<file path="src/rtl/frame_loader_pkg.sv">
// ============================================================================
// frame_loader_pkg : shared frame geometry and FSM encoding for frame_loader
// Rev 1.0
// ============================================================================
`default_nettype none

package frame_loader_pkg;

   localparam int DEF_CH    = 8;
   localparam int DEF_DEPTH = 32;
   localparam int DEF_WIDTH = 8;

   localparam int DEF_RD_W  = $clog2(DEF_DEPTH);
   localparam int DEF_CH_W  = $clog2(DEF_CH);
   localparam int DEF_WR_W  = $clog2(DEF_CH * DEF_DEPTH);

   typedef enum logic [0:0] {
      LOAD   = 1'b0,
      STREAM = 1'b1
   } state_t;

endpackage : frame_loader_pkg

`default_nettype wire

</file>
<file path="src/rtl/frame_loader_sample_ram.sv">
// ============================================================================
// sample_ram : one channel of sample storage, sync write, registered read
// Rev 1.0
// ============================================================================
`default_nettype none

module sample_ram
   import frame_loader_pkg::*;
#(
   parameter int DEPTH = DEF_DEPTH,
   parameter int WIDTH = DEF_WIDTH,
   parameter int AW    = $clog2(DEPTH)
) (
   input  logic             clk,
   input  logic             rst,
   input  logic             wr_en,
   input  logic [AW-1:0]    wr_addr,
   input  logic [WIDTH-1:0] wr_data,
   input  logic             rd_en,
   input  logic [AW-1:0]    rd_addr,
   output logic [WIDTH-1:0] rd_data
);

   logic [WIDTH-1:0] mem [DEPTH];
   logic [WIDTH-1:0] rd_data_d;
   logic [WIDTH-1:0] rd_data_q;

   // Storage is never cleared; a fresh frame always overwrites it before use.
   always_ff @(posedge clk) begin
      if (wr_en) begin
         mem[wr_addr] <= wr_data;
      end
   end

   // Read register returns to zero whenever no word is being replayed.
   always_comb begin
      rd_data_d = '0;
      if (rd_en) begin
         rd_data_d = mem[rd_addr];
      end
   end

   always_ff @(posedge clk or posedge rst) begin
      if (rst) begin
         rd_data_q <= '0;
      end else begin
         rd_data_q <= rd_data_d;
      end
   end

   assign rd_data = rd_data_q;

endmodule : sample_ram

`default_nettype wire

</file>
<file path="src/rtl/frame_loader.sv">
// ============================================================================
// frame_loader : byte-serial frame capture into per-channel RAM, then replay
// Rev 1.0
// ============================================================================
`default_nettype none

module frame_loader
   import frame_loader_pkg::*;
#(
   parameter int CH    = DEF_CH,
   parameter int DEPTH = DEF_DEPTH,
   parameter int WIDTH = DEF_WIDTH
) (
   input  logic                clk,
   input  logic                rst,
   input  logic [WIDTH-1:0]    in_data,
   input  logic                in_valid,
   output logic                in_ready,
   output logic [CH*WIDTH-1:0] out_data,
   output logic                out_valid,
   output logic                out_last,
   output logic                busy
);

   localparam int RD_W = $clog2(DEPTH);
   localparam int CH_W = $clog2(CH);
   localparam int WR_W = $clog2(CH * DEPTH);

   localparam logic [WR_W-1:0] WR_LAST = WR_W'(CH * DEPTH - 1);
   localparam logic [RD_W-1:0] RD_LAST = RD_W'(DEPTH - 1);

   state_t            state_q, state_d;
   logic [WR_W-1:0]   wr_ptr_q, wr_ptr_d;
   logic [RD_W-1:0]   rd_ptr_q, rd_ptr_d;
   logic              out_valid_q, out_valid_d;
   logic              out_last_q, out_last_d;
   logic              wr_en;
   logic              rd_en;

   always_comb begin
      state_d     = state_q;
      wr_ptr_d    = wr_ptr_q;
      rd_ptr_d    = rd_ptr_q;
      out_valid_d = 1'b0;
      out_last_d  = 1'b0;
      wr_en       = 1'b0;
      rd_en       = 1'b0;
      case (state_q)
         LOAD: begin
            if (in_valid) begin
               wr_en    = 1'b1;
               // Natural wrap of the byte pointer returns it to 0 after the last byte.
               wr_ptr_d = wr_ptr_q + WR_W'(1);
               if (wr_ptr_q == WR_LAST) begin
                  state_d = STREAM;
               end
            end
         end
         STREAM: begin
            rd_en       = 1'b1;
            out_valid_d = 1'b1;
            out_last_d  = (rd_ptr_q == RD_LAST);
            rd_ptr_d    = rd_ptr_q + RD_W'(1);
            if (rd_ptr_q == RD_LAST) begin
               state_d = LOAD;
            end
         end
         default: begin
            state_d = LOAD;
         end
      endcase
   end

   always_ff @(posedge clk or posedge rst) begin
      if (rst) begin
         state_q     <= LOAD;
         wr_ptr_q    <= '0;
         rd_ptr_q    <= '0;
         out_valid_q <= 1'b0;
         out_last_q  <= 1'b0;
      end else begin
         state_q     <= state_d;
         wr_ptr_q    <= wr_ptr_d;
         rd_ptr_q    <= rd_ptr_d;
         out_valid_q <= out_valid_d;
         out_last_q  <= out_last_d;
      end
   end

   // Bytes arrive sample-major: low pointer bits pick the channel, high bits the sample.
   for (genvar c = 0; c < CH; c++) begin : g_ch
      sample_ram #(
         .DEPTH (DEPTH),
         .WIDTH (WIDTH),
         .AW    (RD_W)
      ) u_ram (
         .clk     (clk),
         .rst     (rst),
         .wr_en   (wr_en && (wr_ptr_q[CH_W-1:0] == CH_W'(c))),
         .wr_addr (wr_ptr_q[WR_W-1:CH_W]),
         .wr_data (in_data),
         .rd_en   (rd_en),
         .rd_addr (rd_ptr_q),
         .rd_data (out_data[c*WIDTH +: WIDTH])
      );
   end

   assign in_ready  = (state_q == LOAD);
   assign busy      = (state_q == STREAM);
   assign out_valid = out_valid_q;
   assign out_last  = out_last_q;

endmodule : frame_loader

`default_nettype wire

</file>
<file path="config.mk">
export PLATFORM = sky130hd
export DESIGN_NAME = frame_loader
export DESIGN_NICKNAME = d
export VERILOG_FILES = /design/src/rtl/frame_loader_pkg.sv /design/src/rtl/frame_loader_sample_ram.sv /design/src/rtl/frame_loader.sv
export SDC_FILE = /design/constraint.sdc
export NUM_CORES = 2
export LEC_CHECK = 0
export CAP_MARGIN = 0
export CORE_ASPECT_RATIO = 0.75
export CORE_UTILIZATION = 55
export CTS_CLUSTER_SIZE = 30
export DETAILED_ROUTE_END_ITERATION = 8
export GPL_TIMING_DRIVEN = 0
export PLACE_DENSITY = 0.8
export SYNTH_ARGS = -nofsm -noshare
export SYNTH_HDL_FRONTEND = slang
export SYNTH_SLANG_ARGS = --single-unit
</file>
<file path="constraint.sdc">
create_clock -name clk -period 4.9 [get_ports clk]
set_clock_uncertainty 0.2 [all_clocks]
set_input_delay 0.98 -clock clk [delete_from_list [all_inputs] [get_ports clk]]
set_output_delay 0.98 -clock clk [all_outputs]
set_load 0.005 [all_outputs]
</file>
==> images/clocks.png <==
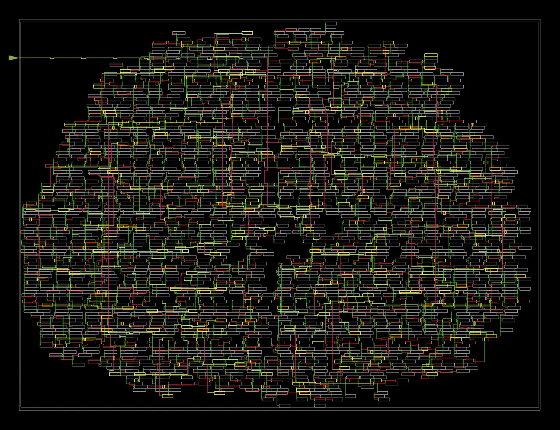
Clk power: 0.0147 W
clk_lat worst skew: 0.86 ns

==> images/placement_by_type.png <==
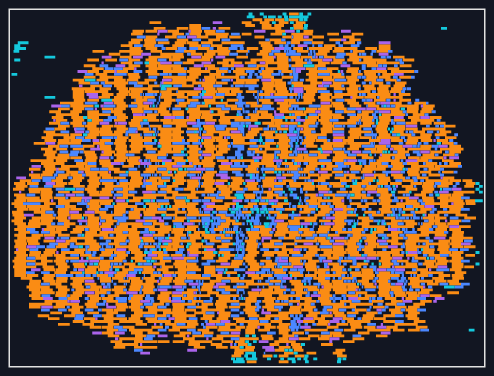
Key: purple = clock drivers and dummy loads [cells 349]; blue = combinational and other logic [cells 1694]; cyan = remaining buffers and delay cells [cells 337]; orange = sequential cells [cells 2128]

==> results.sh <==
# physical design summary
export IMPL_top_cell_area_share=0.747
export IMPL_fp_util=0.556
export IMPL_worstSetupEndpointType="flip-flop"
export IMPL_dp_cells=6143
export IMPL_critPathLaunchType="flip-flop"
export IMPL_p_sw_w=0.00790
export IMPL_ys_seq_share=0.772
export IMPL_synthCells=4071
export IMPL_via_per_inst=7.03
export IMPL_fmax_ghz=0.214
export IMPL_warnings=73
export IMPL_status="complete, but fails checks"
export IMPL_clk_pin_slew_ns=0.07
export IMPL_grt_util_met1=0.437
export IMPL_cts_max_level=4
export IMPL_comb_area_um2=17400
export IMPL_grt_pass1_vias=43031
export IMPL_wl_met3_mm=48.4
export IMPL_synth_area_leader_cell="edfxtp_1"
export IMPL_detail_route_antenna_nets=0
export IMPL_grt_pass1_wl_mm=342
export IMPL_n_fill_cell=9726
export IMPL_stdcell_count=6501
export IMPL_final_nonclk_buf_share=0.0274
export IMPL_violations="capacitance limit, slew limit"
export IMPL_cts_buffers=187
export IMPL_worstPathArrival_ns=5.18
export IMPL_post_cts_setup_buffer_count=0
export IMPL_grt_max_degree=161
export IMPL_critPathRequiredTime_ns=5.40
export IMPL_ys_async_sr_fraction=0.0376
export IMPL_reg2reg_slack_ns=0.22
export IMPL_nNonClkInverters=6
export IMPL_drt_total_wl_mm=251
export IMPL_synth_edff_count=2048
export IMPL_synth_adder_area_share=0.00122
export IMPL_grt_overflow_total=0
export IMPL_vdd_drop_max_uv=415
export IMPL_synth_simple_area_share=0.0296
export IMPL_critPathMaxStageDelay_ns=1.06
export IMPL_cp_common_cell="buf_6"
export IMPL_antenna_cells=9
export IMPL_fin_setup_tns_ns=0
export IMPL_first_pass_iters=9
export IMPL_synth_area_mux_share=0.141
export IMPL_p_comb_w=0.00126
export IMPL_path_buffers=5
export IMPL_avgSynthCellArea_um2=20.2
export IMPL_globalplace_congestion=1.17
export IMPL_nets=4367
export IMPL_grt_use_met3=0.168
export IMPL_antenna_found_initial=16
export IMPL_finalMaxSlewViolations=4
export IMPL_min_path_type="input port to async pin"
export IMPL_cts_root_buf="clkbuf_16"
export IMPL_maxCapViolations=2
export IMPL_hold_viol=0
export IMPL_fin_crit_sh=0.956
export IMPL_syn_nets=4090
export IMPL_crit_path_top_delay_cell="a22oi_1"
export IMPL_dieArea_um2=151000
export IMPL_power_share_switching=0.219
export IMPL_top_layer="met5"
export IMPL_pg_seq_w=0.0202
export IMPL_most_common_cell="edfxtp_1"
export IMPL_dpl_instance_area_um2=85900
export IMPL_netlist_area_um2=82300
export IMPL_period_minus_slack_ns=4.68
export IMPL_buffers=337
export IMPL_worstMarginPinSlew_ns=1.57
export IMPL_busiest_layer="met2"
export IMPL_use_met2=0.453
export IMPL_drive_gt1_frac=0.213
export IMPL_wl_per_cell_um=38.6
export IMPL_synth_seq_cells=2128
export IMPL_ys_flop_type="edfxtp_1"
export IMPL_cts_hold_buf=0
export IMPL_power_leader="sequential cells"
export IMPL_num_io_pins=79
export IMPL_yosysWarnings=0
export IMPL_crit_type="flip-flop to flip-flop"
==> images/layer_met4.png <==
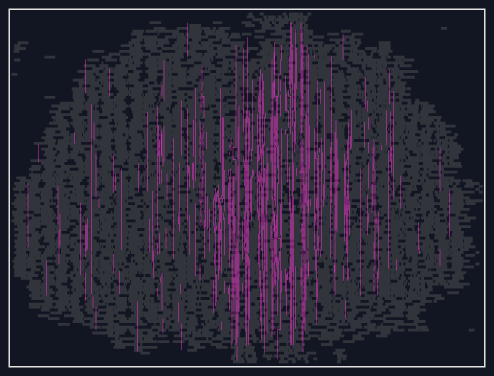
The layer holds 6.0% of the routed length. 234 nets have wire on it.

==> images/metal_density.png <==
The die is cut into 22 by 17 equal tiles; dark blue is low, red is high, scaled to the fullest tile. Values are wire area over tile area, all layers added.
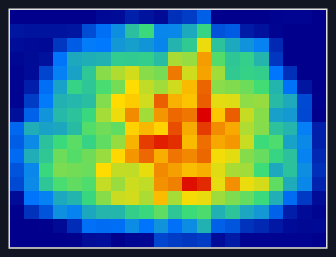
15% of the tiles are nearly empty. The mean over all tiles is 0.31. 36% of the tiles are over half the peak. The densest ninth of the die: middle. The fullest tile reaches 0.80.

worst paths after layout:
check	depth (start not counted)	startpoint	to
hold reg to reg	1	wr_ptr_q[4]	wr_ptr_q[4]
setup / recovery	9	rd_ptr_q[1]	g_ch[3].u_ram.rd_data[2]
setup reg to reg	9	rd_ptr_q[1]	g_ch[3].u_ram.rd_data[2]
max in group asynchronous	3	rst	g_ch[5].u_ram.rd_data[2]
hold / removal	2	rst	g_ch[7].u_ram.rd_data[1]
min in group clk	1	wr_ptr_q[4]	wr_ptr_q[4]
flip-flops by register name, indices dropped and copies added (netlist names):
register and cells:
g_ch.u_ram.mem 2048, out_last 1, rd_ptr_q 5, g_ch.u_ram.rd_data 64, wr_ptr_q 8, busy 1
out_valid 1
Power is estimated from default activity; no workload was simulated.
